===== config.mk =====
export PLATFORM = sky130hd
export DESIGN_NAME = line_clear_unit
export DESIGN_NICKNAME = d
export VERILOG_FILES = /design/src/rtl/line_clear_unit.sv
export SDC_FILE = /design/constraint.sdc
export NUM_CORES = 1
export LEC_CHECK = 0
export ABC_CLOCK_PERIOD_IN_PS = 2290
export CAP_MARGIN = 20
export CORE_UTILIZATION = 46
export CTS_BUF_LIST = sky130_fd_sc_hd__clkbuf_8 sky130_fd_sc_hd__clkbuf_16
export DETAILED_ROUTE_END_ITERATION = 12
export PLACE_DENSITY_LB_ADDON = 0.2
export SYNTH_ARGS = -nofsm -noshare
export SYNTH_HDL_FRONTEND = slang
export SYNTH_SLANG_ARGS = --single-unit

===== constraint.sdc =====
create_clock -name CLK -period 2.29 [get_ports CLK]
set_input_delay 0.458 -clock CLK [delete_from_list [all_inputs] [get_ports CLK]]
set_output_delay 0.458 -clock CLK [all_outputs]
set_load 0.005 [all_outputs]

===== src/rtl/line_clear_unit.sv =====
// Post-lock line-clear engine: drops full rows, compacts the board
// downward, zero-fills vacated top rows and pulses the cleared count.
module line_clear_unit #(
  parameter int ROWS   = 20,
  parameter int COLS   = 10,
  parameter int ROW_AW = 5
) (
  input  logic              CLK,
  input  logic              RESET,
  input  logic              start,
  output logic              busy,
  output logic              rd_en,
  output logic [ROW_AW-1:0] rd_addr,
  input  logic [COLS-1:0]   rd_data,
  output logic              wr_en,
  output logic [ROW_AW-1:0] wr_addr,
  output logic [COLS-1:0]   wr_data,
  output logic              done,
  output logic [2:0]        num_lines
);

  typedef enum logic [2:0] {
    S_IDLE,
    S_READ,
    S_EVAL,
    S_CLEAR,
    S_DONE
  } state_t;

  localparam logic [ROW_AW-1:0] LAST = ROW_AW'(ROWS - 1);

  state_t            state;
  logic [ROW_AW-1:0] r;
  logic [ROW_AW-1:0] w;
  logic [2:0]        k;
  logic [2:0]        k_nxt;
  logic              full;

  assign full = &rd_data;

  always_comb begin
    k_nxt = k;
    if (full && k != 3'd7)
      k_nxt = k + 3'd1;
  end

  // Writes depend on the row just read, so they leave the block
  // in the same EVAL cycle that rd_data is valid.
  always_comb begin
    wr_en   = 1'b0;
    wr_addr = '0;
    wr_data = '0;
    unique case (1'b1)
      (state == S_EVAL) && !full: begin
        wr_en   = 1'b1;
        wr_addr = w;
        wr_data = rd_data;
      end
      (state == S_CLEAR): begin
        wr_en   = 1'b1;
        wr_addr = w;
      end
      default: ;
    endcase
  end

  always_ff @(posedge CLK) begin
    if (RESET) begin
      state     <= S_IDLE;
      busy      <= 1'b0;
      rd_en     <= 1'b0;
      rd_addr   <= '0;
      done      <= 1'b0;
      num_lines <= '0;
      r         <= '0;
      w         <= '0;
      k         <= '0;
    end else begin
      rd_en     <= 1'b0;
      done      <= 1'b0;
      num_lines <= '0;
      unique case (state)
        S_IDLE: begin
          if (start) begin
            r       <= LAST;
            w       <= LAST;
            k       <= '0;
            busy    <= 1'b1;
            rd_en   <= 1'b1;
            rd_addr <= LAST;
            state   <= S_READ;
          end
        end
        S_READ: state <= S_EVAL;
        S_EVAL: begin
          k <= k_nxt;
          if (!full)
            w <= w - 1'b1;
          if (r != '0) begin
            r       <= r - 1'b1;
            rd_en   <= 1'b1;
            rd_addr <= r - 1'b1;
            state   <= S_READ;
          end else if (k_nxt != '0) begin
            state <= S_CLEAR;
          end else begin
            done  <= 1'b1;
            state <= S_DONE;
          end
        end
        // Clear until row 0 so compaction stays exact past saturation.
        S_CLEAR: begin
          w <= w - 1'b1;
          if (w == '0) begin
            done      <= 1'b1;
            num_lines <= k;
            state     <= S_DONE;
          end
        end
        S_DONE: begin
          busy  <= 1'b0;
          state <= S_IDLE;
        end
        default: state <= S_IDLE;
      endcase
    end
  end

endmodule


### Floorplan with the power grid

The bar under the picture is 20 um long. Pins as bars on the die edge.
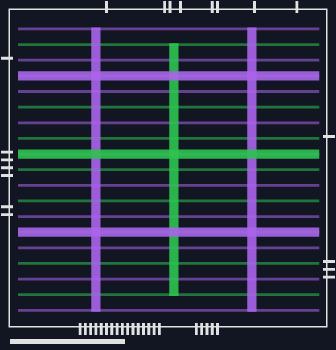
colour	net
green	VDD
purple	VSS
rows	18
met1 rails	19
met5 straps	3
signal pins	40

### Cells coloured by class

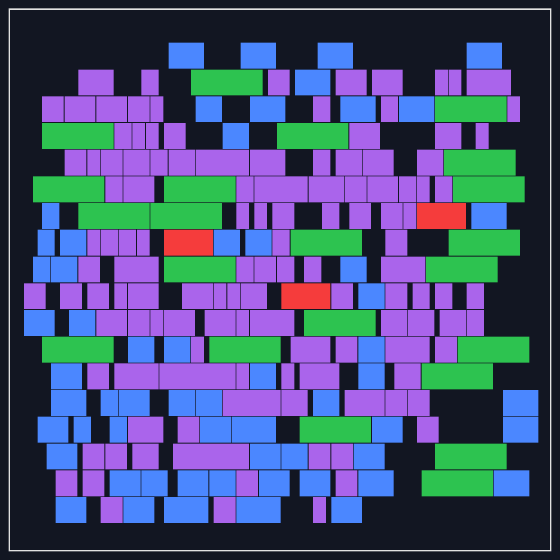
colour	class	cells
purple	remaining logic cells	123
green	registers	22
red	clock-net drivers	3
blue	remaining buffers and delay cells	59

==> COMMIT_EDITMSG <==
Add synthesis and place-and-route results

- Outcome: complete, no violations
* Maximum clock path buffer count: 2
- Using the TritonRoute via totals, the vias-per-cell ratio works out to 5.77.
* Slowest cell on crit path: dlygate4sd2_1
- Start point of the critical path: rd_data[5]
- The clock drives 22 sinks.
- Counting distinct cell types in the post-synthesis netlist gives 44.
* Flop-to-flop setup slack: 0.42 ns
- Buffers inserted during clock tree synthesis total 3.
* Number of remaining DRC errors: 0
- According to the floorplan log, the row count is 18.
- Filler cells: 209
* First-pass GRT wire length: 5490 um
* Hold path start: w[1]
- After detailed routing, the average wire length per cell comes to 14.6 um.
- Share of the core filled by cells before placement: 50.3%
- Per the Yosys statistics, synthesis produced 150 cells.
- Power, Total: 0.962 mW
- Across all stage logs, warnings added up to 26.
- Area Growth Syn to Fin: 45.3%
- Registers take 440 um2.
* Fraction of layout cells with a size suffix above 1: 22.7%
* Power density over the cells: 513 nW/um2
- Pin placement for this block handled 40 I/O pins.
* Number of warnings issued by yosys: 0
- Worst hold slack after final layout: 0.495 ns
- Largest voltage drop on the vdd net: 612 uV
- The critical path contains buffers and inverters numbering 3 combined.
- Weighted congestion at the end of routability-driven global placement: 0.783
* Synth Flop Type: dfxtp_1
- Area of the synthesized netlist per yosys stat: 1290 um2
- Worst slack after detailed placement: -0.419 ns
- CP top delay family: buffers and inverters
- Cell chosen for the clock root: clkbuf_8
* Die boundary height: 55.0 um
* # diodes: 0
[final cells by class]
class | instances | share of cell area (%)
inverters | 6 | 1.20
repair buffers | 59 | 26.6
flip-flops and latches | 22 | 23.5
multi-input cells | 117 | 44.6
well taps | 30 | 2.00
clock buffers | 3 | 2.20
[per-layer routing]
metal | part of all wire [%] | track usage (%) | vias up
li1 | - | - | 667
met1 | 43 | 28.2 | 652
met2 | 51 | 45.8 | 39
met3 | 3.9 | 7.92 | 9
met4 | 2.0 | 10.0 | 0
met5 | 0 | 0 | -
[cell usage after synthesis (2+ instances only)]
library cell	instances	share of area, %
o211ai_1	3	1.7
nor3b_1	3	1.7
nor4_1	5	2.4
nand3_1	5	1.9
xor2_1	2	1.4
nand4_1	3	1.5
or2_2	3	1.5
nand2b_1	3	1.5
a211o_1	2	1.4
a21o_1	2	1.2
ha_1	4	3.9
nand2_1	5	1.5
a21oi_1	6	2.3
o2111ai_1	2	1.4
nor3_1	8	3.1
or3_1	5	2.4
dfxtp_1	22	34
o41ai_1	2	1.4
inv_1	6	1.7
mux2i_1	2	1.6
o21ai_0	4	1.6
nor2_1	14	4.1
nor2b_1	2	0.97
a211oi_1	3	1.7
and2_1	15	7.3
[cell usage in the layout (no fill, tap or decap), drive strengths merged, types with 3 or more instances in the layout]
cell type,n
nand2,5
and2,16
nand3,5
nand2b,3
nor3b,3
dlymetal6s2s,3
buf,26
nor4,6
nor3,8
inv,6
or2,3
clkbuf,3
o211ai,3
dlygate4sd2,16
a21oi,6
or3,5
nor2,14
a211oi,3
o21ai,4
nand4,4
ha,4
clkdlybuf4s50,13
dfxtp,22
[kinds of logic (layout without fill, tap and decap cells)]
family,Yosys count,count (layout),synth area share [%]
adder cells (fa/ha/maj),4,4,3.88
XOR/XNOR,2,2,1.36
AND-OR/OR-AND,27,27,15.1
AND/OR/NAND/NOR,81,81,38.3
buffers and inverters,11,68,4.84
flip-flops,22,22,34.1
multiplexers,3,3,2.42
[path summary, 6_finish.rpt]
check | endpoint | cells after the start
worst max register to register | k[0] | 5
worst min-delay path | w[1] | 2
worst max-delay path | wr_data[0] | 7
worst min register to register | w[1] | 2
[flip-flops by register name, summed over array words and instances (netlist names)]
signal and cells:
busy 1, done 1, k 3, num_lines 3
r 5, rd_en 1, state 3, w 5
[worst reg2reg max path, delay by kind of cell, from the launching register on]
| kind | cells | cell delay (ns) |
|---|---|---|
| AND-OR/OR-AND | 1 | 0.13 |
| flip-flops | 1 | 0.36 |
| adder cells (fa/ha/maj) | 2 | 0.43 |
| AND/OR/NAND/NOR | 2 | 0.88 |
[repair_timing]
action	CTS	global route
resized	50	4
setup endpoints to repair	16	16
pin swaps	6	2
buffers inserted	4	1
[power breakdown]
part / switching [mW] / leakage (nW) / total (mW) / internal (mW)
Combinational: 0.136 / 0.633 / 0.279 / 0.144
Clock: 0.115 / 0.0216 / 0.232 / 0.117
Sequential: 0.0365 / 0.180 / 0.450 / 0.414
No activity file was given, so power comes from the tool's default toggle rates.
